[src/rtl/can_pkg.sv]
// ---------------------------------------------------------------------------
// can_pkg
// Shared definitions for the CAN receive-side classifier and its helpers:
// FSM state encoding, frame_type codes and the field widths of the
// arbitration and control fields.
// ---------------------------------------------------------------------------
package can_pkg;

    localparam int BASE_ID_W = 11;
    localparam int EXT_ID_W  = 18;
    localparam int ID_W      = BASE_ID_W + EXT_ID_W;
    localparam int DLC_W     = 4;

    typedef enum logic [3:0] {
        ST_IDLE,
        ST_BASE_ID,
        ST_RTR_SRR,
        ST_IDE,
        ST_EXT_ID,
        ST_RTR_RRS,
        ST_FDF,
        ST_RES,
        ST_BRS,
        ST_ESI,
        ST_DLC,
        ST_DONE
    } state_e;

    localparam logic [1:0] FT_CLASSIC_DATA   = 2'b00;
    localparam logic [1:0] FT_CLASSIC_REMOTE = 2'b01;
    localparam logic [1:0] FT_FD_DATA        = 2'b10;

endpackage

[src/rtl/can_dlc_to_len.sv]
// ---------------------------------------------------------------------------
// can_dlc_to_len
// Purely combinational DLC -> payload byte count mapping, shared by the
// receiver classifier and the transmitter.
//   dlc   in  4      raw data length code
//   is_fd in  1      1 = CAN FD length table, 0 = classic (clamped to 8)
//   len   out LEN_W  payload length in bytes
// ---------------------------------------------------------------------------
module can_dlc_to_len
    import can_pkg::*;
#(
    parameter int LEN_W = 7
) (
    input  logic [DLC_W-1:0] dlc,
    input  logic             is_fd,
    output logic [LEN_W-1:0] len
);

    logic [6:0] len7;

    always_comb begin
        len7 = 7'd0;
        if (dlc <= 4'd8) begin
            len7 = {3'b000, dlc};
        end else if (!is_fd) begin
            len7 = 7'd8;
        end else begin
            case (dlc)
                4'd9:    len7 = 7'd12;
                4'd10:   len7 = 7'd16;
                4'd11:   len7 = 7'd20;
                4'd12:   len7 = 7'd24;
                4'd13:   len7 = 7'd32;
                4'd14:   len7 = 7'd48;
                default: len7 = 7'd64;
            endcase
        end
        len = LEN_W'(len7);
    end

endmodule

[src/rtl/can_frame_classifier.sv]
// ---------------------------------------------------------------------------
// can_frame_classifier
// Walks the de-stuffed arbitration and control fields of a CAN frame on
// sample-point strobes, then publishes the frame classification together
// with the payload length for the data-field/CRC receiver.
//
// Build option: define CAN_FD_EN to accept FD frames (FDF=1). Without it an
// FDF=1 bit is a form error and is_fd/brs/esi stay 0.
//
// Ports:
//   clk, reset_n   clock, asynchronous active-low reset
//   sp             sample-point strobe (non-stuff bits only)
//   rx_bit         de-stuffed bit, valid with sp
//   sof            start-of-frame marker on the SOF bit's sp
//   abort          cancels the frame in progress (highest priority)
//   frame_valid    one-clk pulse, classification outputs updated
//   frame_type     00 classic data, 01 classic remote, 10 FD data
//   is_ext, is_fd, brs, esi, id, dlc, data_len   published fields
//   form_err       one-clk pulse on an illegal control field
//   busy           frame being decoded
// ---------------------------------------------------------------------------
module can_frame_classifier
    import can_pkg::*;
#(
    parameter int SUPPORT_EXT = 1,
    parameter int LEN_W       = 7
) (
    input  logic             clk,
    input  logic             reset_n,
    input  logic             sp,
    input  logic             rx_bit,
    input  logic             sof,
    input  logic             abort,
    output logic             frame_valid,
    output logic [1:0]       frame_type,
    output logic             is_ext,
    output logic             is_fd,
    output logic             brs,
    output logic             esi,
    output logic [ID_W-1:0]  id,
    output logic [DLC_W-1:0] dlc,
    output logic [LEN_W-1:0] data_len,
    output logic             form_err,
    output logic             busy
);

`ifdef CAN_FD_EN
    localparam logic FD_EN = 1'b1;
`else
    localparam logic FD_EN = 1'b0;
`endif

    state_e                 state_q, state_d;
    logic [4:0]             cnt_q, cnt_d;

    // Working capture of the frame currently being walked
    logic [BASE_ID_W-1:0]   cap_base_q, cap_base_d;
    logic [EXT_ID_W-1:0]    cap_ext_q, cap_ext_d;
    logic                   cap_ide_q, cap_ide_d;
    logic                   cap_rtr0_q, cap_rtr0_d;
    logic                   cap_rtr_q, cap_rtr_d;
    logic                   cap_fdf_q, cap_fdf_d;
    logic                   cap_brs_q, cap_brs_d;
    logic                   cap_esi_q, cap_esi_d;
    logic [DLC_W-1:0]       cap_dlc_q, cap_dlc_d;

    // Published outputs
    logic                   frame_valid_q, frame_valid_d;
    logic                   form_err_q, form_err_d;
    logic                   busy_q, busy_d;
    logic [1:0]             frame_type_q, frame_type_d;
    logic                   is_ext_q, is_ext_d;
    logic                   is_fd_q, is_fd_d;
    logic                   brs_q, brs_d;
    logic                   esi_q, esi_d;
    logic [ID_W-1:0]        id_q, id_d;
    logic [DLC_W-1:0]       dlc_q, dlc_d;
    logic [LEN_W-1:0]       data_len_q, data_len_d;

    logic [LEN_W-1:0]       len_w;
    logic                   start;

    can_dlc_to_len #(.LEN_W(LEN_W)) u_dlc_to_len (
        .dlc   (cap_dlc_q),
        .is_fd (cap_fdf_q),
        .len   (len_w)
    );

    assign start = sof & sp;

    always_comb begin
        state_d       = state_q;
        cnt_d         = cnt_q;
        cap_base_d    = cap_base_q;
        cap_ext_d     = cap_ext_q;
        cap_ide_d     = cap_ide_q;
        cap_rtr0_d    = cap_rtr0_q;
        cap_rtr_d     = cap_rtr_q;
        cap_fdf_d     = cap_fdf_q;
        cap_brs_d     = cap_brs_q;
        cap_esi_d     = cap_esi_q;
        cap_dlc_d     = cap_dlc_q;
        frame_valid_d = 1'b0;
        form_err_d    = 1'b0;
        busy_d        = busy_q;
        frame_type_d  = frame_type_q;
        is_ext_d      = is_ext_q;
        is_fd_d       = is_fd_q;
        brs_d         = brs_q;
        esi_d         = esi_q;
        id_d          = id_q;
        dlc_d         = dlc_q;
        data_len_d    = data_len_q;

        if (abort) begin
            // Outputs keep the last published frame; only control is cleared
            state_d = ST_IDLE;
            busy_d  = 1'b0;
        end else begin
            // DONE publishes unconditionally; a sof in this clk is honoured below
            if (state_q == ST_DONE) begin
                frame_valid_d = 1'b1;
                if (cap_fdf_q) begin
                    frame_type_d = FT_FD_DATA;
                end else if (cap_rtr_q) begin
                    frame_type_d = FT_CLASSIC_REMOTE;
                end else begin
                    frame_type_d = FT_CLASSIC_DATA;
                end
                is_ext_d   = cap_ide_q;
                is_fd_d    = cap_fdf_q;
                brs_d      = cap_fdf_q & cap_brs_q;
                esi_d      = cap_fdf_q & cap_esi_q;
                id_d       = cap_ide_q ? {cap_base_q, cap_ext_q}
                                       : {cap_base_q, {EXT_ID_W{1'b0}}};
                dlc_d      = cap_dlc_q;
                // cap_rtr is forced low for FD frames, so this only hits remotes
                data_len_d = cap_rtr_q ? '0 : len_w;
            end

            if (start) begin
                state_d   = ST_BASE_ID;
                cnt_d     = 5'd0;
                busy_d    = 1'b1;
                cap_ide_d = 1'b0;
                cap_rtr_d = 1'b0;
                cap_fdf_d = 1'b0;
                cap_brs_d = 1'b0;
                cap_esi_d = 1'b0;
            end else if (state_q == ST_DONE) begin
                state_d = ST_IDLE;
                busy_d  = 1'b0;
            end else if (sp) begin
                case (state_q)
                    ST_BASE_ID: begin
                        cap_base_d = {cap_base_q[BASE_ID_W-2:0], rx_bit};
                        if (cnt_q == 5'(BASE_ID_W - 1)) begin
                            state_d = ST_RTR_SRR;
                            cnt_d   = 5'd0;
                        end else begin
                            cnt_d = cnt_q + 5'd1;
                        end
                    end
                    ST_RTR_SRR: begin
                        cap_rtr0_d = rx_bit;
                        state_d    = ST_IDE;
                    end
                    ST_IDE: begin
                        cap_ide_d = rx_bit;
                        if (rx_bit) begin
                            if (SUPPORT_EXT != 0) begin
                                state_d = ST_EXT_ID;
                                cnt_d   = 5'd0;
                            end else begin
                                form_err_d = 1'b1;
                                state_d    = ST_IDLE;
                                busy_d     = 1'b0;
                            end
                        end else begin
                            cap_rtr_d = cap_rtr0_q;
                            state_d   = ST_FDF;
                        end
                    end
                    ST_EXT_ID: begin
                        cap_ext_d = {cap_ext_q[EXT_ID_W-2:0], rx_bit};
                        if (cnt_q == 5'(EXT_ID_W - 1)) begin
                            state_d = ST_RTR_RRS;
                            cnt_d   = 5'd0;
                        end else begin
                            cnt_d = cnt_q + 5'd1;
                        end
                    end
                    ST_RTR_RRS: begin
                        // The earlier SRR bit is discarded; this is the real RTR
                        cap_rtr_d = rx_bit;
                        state_d   = ST_FDF;
                    end
                    ST_FDF: begin
                        cnt_d = 5'd0;
                        if (rx_bit) begin
                            if (FD_EN) begin
                                cap_fdf_d = 1'b1;
                                cap_rtr_d = 1'b0;
                                state_d   = ST_RES;
                            end else begin
                                form_err_d = 1'b1;
                                state_d    = ST_IDLE;
                                busy_d     = 1'b0;
                            end
                        end else begin
                            // Base frame: this bit was r0. Extended: r0 follows.
                            cap_fdf_d = 1'b0;
                            state_d   = cap_ide_q ? ST_RES : ST_DLC;
                        end
                    end
                    ST_RES: begin
                        // Reserved bit value is don't-care
                        cnt_d   = 5'd0;
                        state_d = cap_fdf_q ? ST_BRS : ST_DLC;
                    end
                    ST_BRS: begin
                        cap_brs_d = rx_bit;
                        state_d   = ST_ESI;
                    end
                    ST_ESI: begin
                        cap_esi_d = rx_bit;
                        cnt_d     = 5'd0;
                        state_d   = ST_DLC;
                    end
                    ST_DLC: begin
                        cap_dlc_d = {cap_dlc_q[DLC_W-2:0], rx_bit};
                        if (cnt_q == 5'(DLC_W - 1)) begin
                            state_d = ST_DONE;
                            cnt_d   = 5'd0;
                        end else begin
                            cnt_d = cnt_q + 5'd1;
                        end
                    end
                    default: begin
                        state_d = ST_IDLE;
                    end
                endcase
            end
        end
    end

    always_ff @(posedge clk or negedge reset_n) begin
        if (!reset_n) begin
            state_q       <= ST_IDLE;
            cnt_q         <= 5'd0;
            cap_base_q    <= '0;
            cap_ext_q     <= '0;
            cap_ide_q     <= 1'b0;
            cap_rtr0_q    <= 1'b0;
            cap_rtr_q     <= 1'b0;
            cap_fdf_q     <= 1'b0;
            cap_brs_q     <= 1'b0;
            cap_esi_q     <= 1'b0;
            cap_dlc_q     <= '0;
            frame_valid_q <= 1'b0;
            form_err_q    <= 1'b0;
            busy_q        <= 1'b0;
            frame_type_q  <= 2'b00;
            is_ext_q      <= 1'b0;
            is_fd_q       <= 1'b0;
            brs_q         <= 1'b0;
            esi_q         <= 1'b0;
            id_q          <= '0;
            dlc_q         <= '0;
            data_len_q    <= '0;
        end else begin
            state_q       <= state_d;
            cnt_q         <= cnt_d;
            cap_base_q    <= cap_base_d;
            cap_ext_q     <= cap_ext_d;
            cap_ide_q     <= cap_ide_d;
            cap_rtr0_q    <= cap_rtr0_d;
            cap_rtr_q     <= cap_rtr_d;
            cap_fdf_q     <= cap_fdf_d;
            cap_brs_q     <= cap_brs_d;
            cap_esi_q     <= cap_esi_d;
            cap_dlc_q     <= cap_dlc_d;
            frame_valid_q <= frame_valid_d;
            form_err_q    <= form_err_d;
            busy_q        <= busy_d;
            frame_type_q  <= frame_type_d;
            is_ext_q      <= is_ext_d;
            is_fd_q       <= is_fd_d;
            brs_q         <= brs_d;
            esi_q         <= esi_d;
            id_q          <= id_d;
            dlc_q         <= dlc_d;
            data_len_q    <= data_len_d;
        end
    end

    assign frame_valid = frame_valid_q;
    assign form_err    = form_err_q;
    assign busy        = busy_q;
    assign frame_type  = frame_type_q;
    assign is_ext      = is_ext_q;
    assign is_fd       = is_fd_q;
    assign brs         = brs_q;
    assign esi         = esi_q;
    assign id          = id_q;
    assign dlc         = dlc_q;
    assign data_len    = data_len_q;

endmodule

[config.mk]
export PLATFORM = sky130hd
export DESIGN_NAME = can_frame_classifier
export DESIGN_NICKNAME = d
export VERILOG_FILES = /design/src/rtl/can_pkg.sv /design/src/rtl/can_dlc_to_len.sv /design/src/rtl/can_frame_classifier.sv
export SDC_FILE = /design/constraint.sdc
export NUM_CORES = 1
export LEC_CHECK = 0
export ABC_AREA = 1
export CAP_MARGIN = 20
export CORE_MARGIN = 4
export CORE_UTILIZATION = 61
export CTS_BUF_LIST = sky130_fd_sc_hd__clkbuf_2
export DETAILED_ROUTE_END_ITERATION = 12
export PLACE_DENSITY_LB_ADDON = 0.12
export SYNTH_ARGS = -nofsm -noshare
export SYNTH_HDL_FRONTEND = slang
export SYNTH_HIERARCHICAL = 1
export SYNTH_SLANG_ARGS = --single-unit
[constraint.sdc]
create_clock -name clk -period 2.1 [get_ports clk]
set_input_delay 0.42 -clock clk [delete_from_list [all_inputs] [get_ports clk]]
set_output_delay 0.42 -clock clk [all_outputs]
set_load 0.005 [all_outputs]
run_1/clocks.png
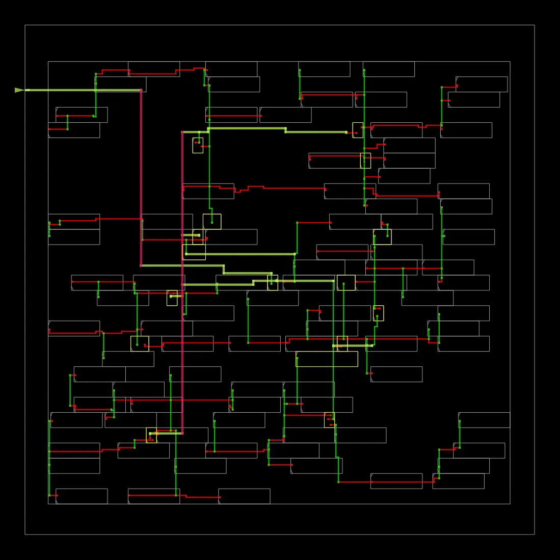
CTS Buf Count: 9
clk pwr: 0.939 mW
clkbuf count: 9

run_1/wires.png
Two of the layers only.
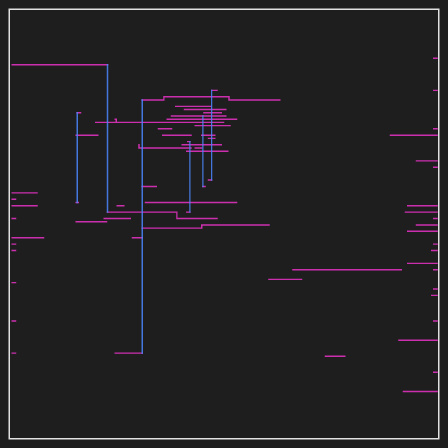
[metal 3] magenta | wire length: 404 um
[metal 4] blue | wire length: 153 um
via count: 3385
drt total wl: 8776 um

run_1/layer_met4.png
Scale bar: 20 um.
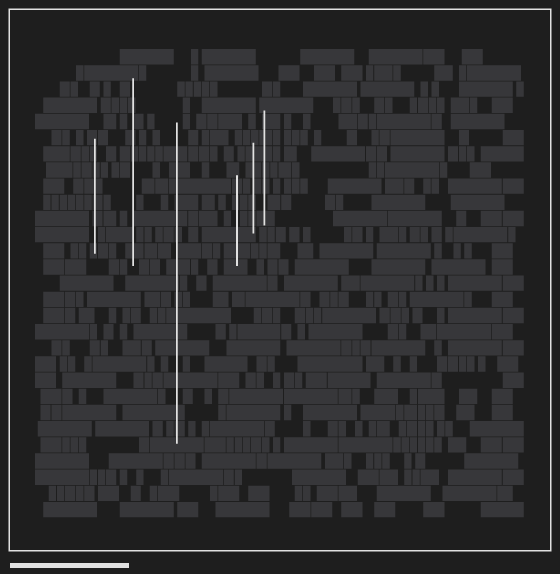
nets with wire on the layer: 6
share of all routed wire: 1.7%
main direction: vertical
wire length on this layer: 153 um

==> results.sh, run 1 <==
# yosys + openroad results
export IMPL_outcome="finished, final reports clean"
export IMPL_cts_resized=0
export IMPL_lay_top_cells="nand2_1, dfrtp_1, inv_1, o21ai_1, clkdlybuf4s50_1"
export IMPL_antennaDiodeCount=0
export IMPL_wl_per_cell_um=13.80
export IMPL_hold_buffers=1
export IMPL_clkTransAtPathRegs_ns=0.27
export IMPL_dp_slack_ns=0.1121
export IMPL_ys_types=31
export IMPL_num_nets_final=563
export IMPL_comb_cells=326
export IMPL_coreArea_sq_um=6495
export IMPL_mostFrequentLayoutCell="nand2_1"
export IMPL_combPwrFrac=0.108
export IMPL_cp_max_fo=2
export IMPL_slowest_delay_ns=0.52
export IMPL_yosys_area_sq_um=4185
export IMPL_adder_share=0.008969
export IMPL_postCtsSetupBuffers=0
export IMPL_endpoint="id[15]"
export IMPL_initCoreUtil=0.6444
export IMPL_fmax_mhz=515.8
export IMPL_dr_pass1_iters=5
export IMPL_busiest_layer="met2"
export IMPL_fin_tns_setup_ns=0
export IMPL_maxPowerGroup="registers"
export IMPL_comb_power_mw=0.345
export IMPL_warnings=28
export IMPL_fillers=474
export IMPL_first_iter_violations=222
export IMPL_drv_slew=0
export IMPL_clock_skew_ns=0.03165
export IMPL_final_design_area_no_fill_sq_um=4942
export IMPL_path_cells="clkdlybuf4s50_1"
export IMPL_p_sw_mw=0.9230
export IMPL_largest_reg_flops=29
export IMPL_whs_ns=0.3962
export IMPL_area_growth_pct=18.09
export IMPL_cp_data_required_time_ns=1.68
export IMPL_most_common_cell="nand2_1"
export IMPL_area_leaders="dfrtp_1, nand2_1, o21ai_1"
export IMPL_aoi_share=0.1309
export IMPL_synth_edff_count=0
export IMPL_internal_power_mw=2.267
export IMPL_setup_viol=0
export IMPL_core_rowCount=29
export IMPL_cts_max_level=3
export IMPL_grtUsageMet1=0.3031
export IMPL_clockBufferDepth=2
export IMPL_place_area_sq_um=4806
export IMPL_drc=0
export IMPL_chipArea_sq_um=8250
export IMPL_taps=77
export IMPL_syn_avg_cell_area_sq_um=8.489
export IMPL_grt_usage=0.2280
export IMPL_r2r_cells=9
export IMPL_ys_warn_count=6
export IMPL_synth_seq_cells=90
export IMPL_p_clk_frac=0.294
export IMPL_irDropWorstVdd_mv=0.4674
export IMPL_synthesis_area_sq_um=4185
export IMPL_io_buffers=50
export IMPL_gr_total_overflow=0
export IMPL_dp_cells=619
export IMPL_path_class="flip-flop to output port"
export IMPL_swShare=0.2894
export IMPL_dr_wl_met3_um=403
export IMPL_wl_met1_um=3953
export IMPL_grt_max_degree=91
export IMPL_synth_xor_area_share=0
export IMPL_cp_start_kind="flip-flop"
export IMPL_synth_seq_share=0.5381
export IMPL_top_logic_kind="simple AND/OR/NAND/NOR gates"
export IMPL_top_layer_used="met4"
export IMPL_logic_area_sq_um=1590
export IMPL_detail_route_vias_per_cell=5.322
export IMPL_hold_viol_final=0
export IMPL_p_leak_nw=2.324
export IMPL_final_antenna_net_count=0
export IMPL_post_route_util=0.7609
export IMPL_min_path_type="primary input to asynchronous set/reset pin"
export IMPL_io_pins=55
run_1/layer_met2.png
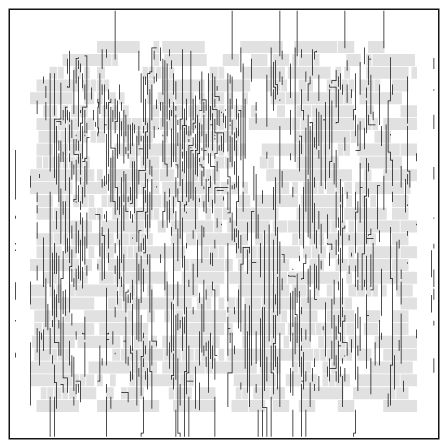

==> run 2: changes to the inputs <==
Settings changed: CORE_MARGIN 4 to unset, RECOVER_POWER set to 25, SLEW_MARGIN set to 30.
run_2/layer_met2.png
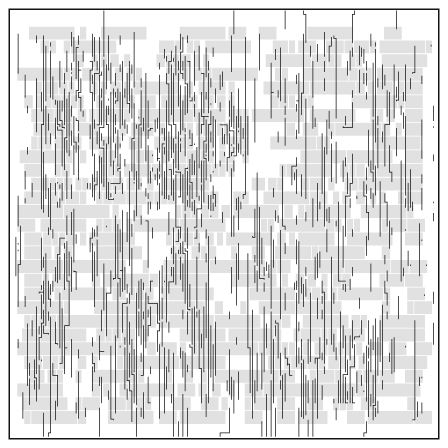
wire length on this layer: 4010 um
main direction: vertical
share of all routed wire: 47%
longest straight run: 33.0 um

==> run 2 against run 1 <==
Against the previous run: the run now ends with DRC left; register-to-register slack improved by 0.06 ns; combinational power shrank 1%; sequential share of layout area up 0.70 points; global-route usage is 3.0 points higher; wire length is 3.4% lower; synthesized area did not move; flip-flop count is the same.
==> results.sh, run 2 <==
# yosys + openroad results
export IMPL_busiest_layer="met2"
export IMPL_ys_types=31
export IMPL_via_count=3431
export IMPL_wl_per_cell_um=13.35
export IMPL_area_leaders="dfrtp_1, nand2_1, o21ai_1"
export IMPL_syn_avg_cell_area_sq_um=8.489
export IMPL_fillers=506
export IMPL_outcome="complete, but fails checks"
export IMPL_path_class="flip-flop to output port"
export IMPL_dr_wl_met3_um=508
export IMPL_grt_max_degree=40
export IMPL_fmax_mhz=525.2
export IMPL_top_layer_used="met4"
export IMPL_cts_resized=0
export IMPL_io_pins=55
export IMPL_lay_top_cells="nand2_1, dfrtp_1, inv_1, o21ai_1, clkdlybuf4s50_1"
export IMPL_p_clk_frac=0.249
export IMPL_ys_warn_count=6
export IMPL_drv_slew=0
export IMPL_clkTransAtPathRegs_ns=0.26
export IMPL_post_route_util=0.7494
export IMPL_clock_buffer_count=9
export IMPL_r2r_cells=10
export IMPL_warnings=28
export IMPL_synth_xor_area_share=0
export IMPL_comb_cells=326
export IMPL_gr_total_overflow=0
export IMPL_largest_reg_flops=29
export IMPL_synth_seq_cells=90
export IMPL_p_sw_mw=0.8690
export IMPL_dr_pass1_iters=8
export IMPL_antennaDiodeCount=0
export IMPL_endpoint="id[3]"
export IMPL_min_path_type="primary input to asynchronous set/reset pin"
export IMPL_violations="DRC"
export IMPL_comb_power_mw=0.340
export IMPL_wl_met1_um=3849
export IMPL_final_antenna_net_count=0
export IMPL_clockBufferDepth=2
export IMPL_final_design_area_no_fill_sq_um=4867
export IMPL_setup_viol=0
export IMPL_hold_buffers=1
export IMPL_fin_tns_setup_ns=0
export IMPL_grtUsageMet1=0.3618
export IMPL_core_rowCount=29
export IMPL_num_nets_final=562
export IMPL_synthesis_area_sq_um=4185
export IMPL_area_growth_pct=16.29
export IMPL_drc=8
export IMPL_io_buffers=50
export IMPL_p_leak_nw=2.279
export IMPL_cts_max_level=3
export IMPL_most_common_cell="nand2_1"
export IMPL_dp_slack_ns=0.1077
export IMPL_combPwrFrac=0.114
export IMPL_yosys_area_sq_um=4185
export IMPL_maxPowerGroup="registers"
export IMPL_grt_usage=0.2585
export IMPL_cp_max_fo=2
export IMPL_detail_route_vias_per_cell=5.403
export IMPL_dp_cells=618
export IMPL_slowest_delay_ns=0.51
export IMPL_top_logic_kind="simple AND/OR/NAND/NOR gates"
export IMPL_cp_start_kind="flip-flop"
export IMPL_mostFrequentLayoutCell="nand2_1"
export IMPL_irDropWorstVdd_mv=0.5158
export IMPL_wirelength_um=8477
export IMPL_whs_ns=0.5056
export IMPL_postCtsSetupBuffers=0
run_2/wires.png
Two of the layers only.
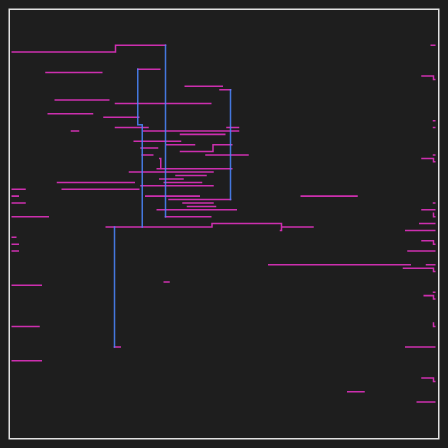

==> run 3: changes to the inputs <==
Settings changed: CAP_MARGIN 20 to 5, CORE_UTILIZATION 61 to 52.
Clock period 2.1 ns to 1.6 ns, I/O delays scaled along.
run_3/wires.png
Two of the layers only.
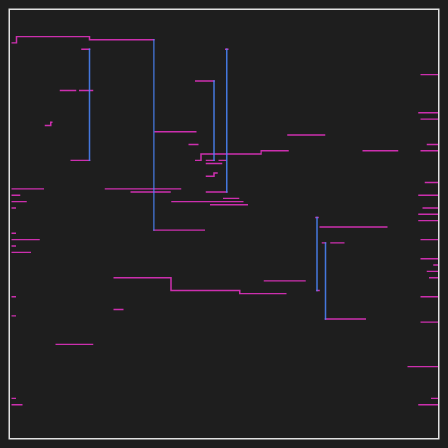
[metal 4] blue | wire length: 144 um
[metal 3] magenta | wire length: 348 um
Total Routing Usage GR: 0.2237
drt total wl: 9417 um
via count: 3543
WL/cell: 13.30 um

==> run 3 against run 2 <==
Against the previous run: the flow now finishes without violations; clock skew increased by 0.0094 ns; critical path type is now flip-flop to flip-flop; global-route usage decreased by 3.5 points; critical path depth increased by 8; flip-flop count unchanged; count of clock-buffer cells in the layout unchanged.
==> results.sh, run 3 <==
# yosys + openroad results
export IMPL_area_leaders="dfrtp_1, nand2_1, o21ai_1"
export IMPL_fmax_mhz=632.2
export IMPL_hold_buffers=1
export IMPL_most_common_cell="nand2_1"
export IMPL_detail_route_vias_per_cell=5.004
export IMPL_busiest_layer="met2"
export IMPL_top_logic_kind="simple AND/OR/NAND/NOR gates"
export IMPL_clockBufferDepth=2
export IMPL_chipArea_sq_um=8412
export IMPL_setup_viol=0
export IMPL_num_nets_final=610
export IMPL_outcome="finished, final reports clean"
export IMPL_dp_cells=661
export IMPL_fin_tns_setup_ns=0
export IMPL_mostFrequentLayoutCell="nand2_1"
export IMPL_design_seq_count=90
export IMPL_layout_drive_gt1_share=0.2409
export IMPL_io_buffers=50
export IMPL_grt_pass1_wl_um=14970
export IMPL_cp_start_kind="flip-flop"
export IMPL_synth_seq_share=0.5381
export IMPL_comb_power_mw=0.533
export IMPL_min_period_ns=1.582
export IMPL_drv_slew=0
export IMPL_p_seq_mw=2.51
export IMPL_clock_buffer_count=9
export IMPL_worstHoldEndpoint="id[28]"
export IMPL_hold_path_depth=2
export IMPL_area_growth_pct=32.20
export IMPL_final_antenna_net_count=0
export IMPL_drc=0
export IMPL_gp_routability_congestion=0.8550
export IMPL_dp_hpwl_um=6255
export IMPL_async_flop_share=1.000
export IMPL_io_pins=55
export IMPL_dr_pass1_iters=5
export IMPL_top_layer_used="met4"
export IMPL_grtUsageMet1=0.3205
export IMPL_p_sw_mw=1.237
export IMPL_path_class="flip-flop to flip-flop"
export IMPL_syn_inst=493
export IMPL_first_iter_violations=170
export IMPL_cts_max_level=3
export IMPL_crit_slowest_cell="dfrtp_2"
export IMPL_core_rowCount=32
export IMPL_die_w_um=91.72
export IMPL_adder_share=0.008969
export IMPL_maxPowerGroup="registers"
export IMPL_hold_viol_final=0
export IMPL_p_clk_frac=0.256
export IMPL_synthesis_area_sq_um=4185
export IMPL_largest_reg_flops=29
export IMPL_postCtsSetupBuffers=10
export IMPL_fillers=610
export IMPL_grt_max_degree=45
export IMPL_ys_types=31
export IMPL_endpoint="id[20]"
export IMPL_antennaDiodeCount=0
export IMPL_power_frac_seq=0.613
export IMPL_p_leak_nw=2.678
export IMPL_root_buffer="clkbuf_2"
export IMPL_irDropWorstVdd_mv=0.6172
export IMPL_slowest_delay_ns=0.50
export IMPL_path_cells="inv_4 > nor2_4 > nand2_4 > nor2_4 > inv_4 > buf_12 > buf_12 > nand2_2 > o21ai_1"
export IMPL_dp_slack_ns=-0.3629
export IMPL_coreArea_sq_um=7767
export IMPL_clkTransAtPathRegs_ns=0.25
export IMPL_warnings=30
export IMPL_place_area_sq_um=4990
export IMPL_post_route_util=0.7123
export IMPL_ys_warn_count=6
export IMPL_syn_avg_cell_area_sq_um=8.489
export IMPL_synth_seq_cells=90
export IMPL_combPwrFrac=0.130
export IMPL_min_from="id[28]"
export IMPL_final_design_area_no_fill_sq_um=5533
export IMPL_cp_max_fo=8
export IMPL_synth_xor_area_share=0
export IMPL_rsz0062_at_grt="true"
export IMPL_yosys_area_sq_um=4185
export IMPL_comb_cells=327
export IMPL_lay_top_cells="nand2_1, dfrtp_1, o21ai_1"
export IMPL_whs_ns=0.5091
export IMPL_cts_resized=55
export IMPL_gr_total_overflow=0
export IMPL_min_path_type="flip-flop to flip-flop"
export IMPL_wl_met1_um=4576
export IMPL_critPathLaunch="state_q[3]"
export IMPL_r2r_cells=9
export IMPL_dr_wl_met3_um=348

==> gallery <==
Cell sizes after repair.
Scale bar: 20 um.
panel A
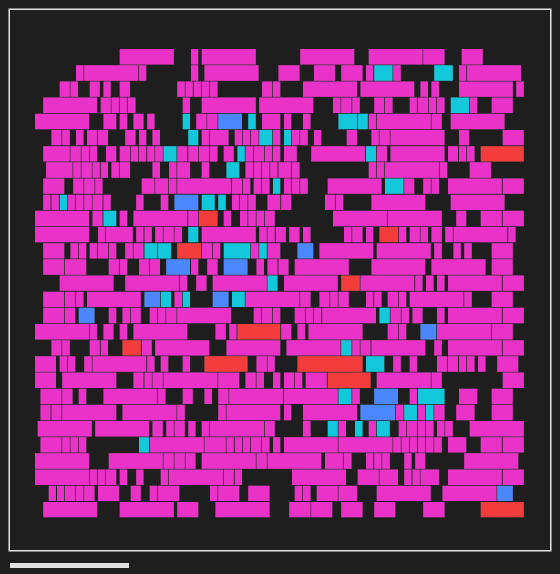
panel B
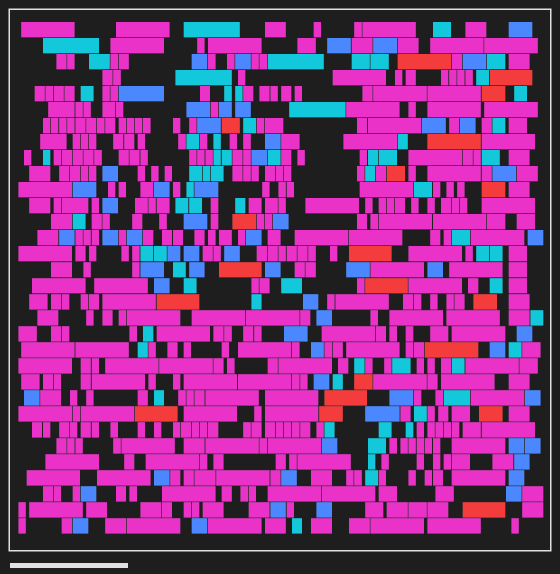
Panel A comes from run 1.
Panel B comes from run 3.

Key to panel A:
[_0 and _1 cells] magenta | cells: 496 | share: 89%
[_2 cells] cyan | cells: 40 | share: 7.2%
[_6 and larger] red | cells: 11 | share: 2.0%
[_3 and _4 cells] blue | cells: 12 | share: 2.1%

Power figures rest on the tool's default switching activity, not on a simulated workload.
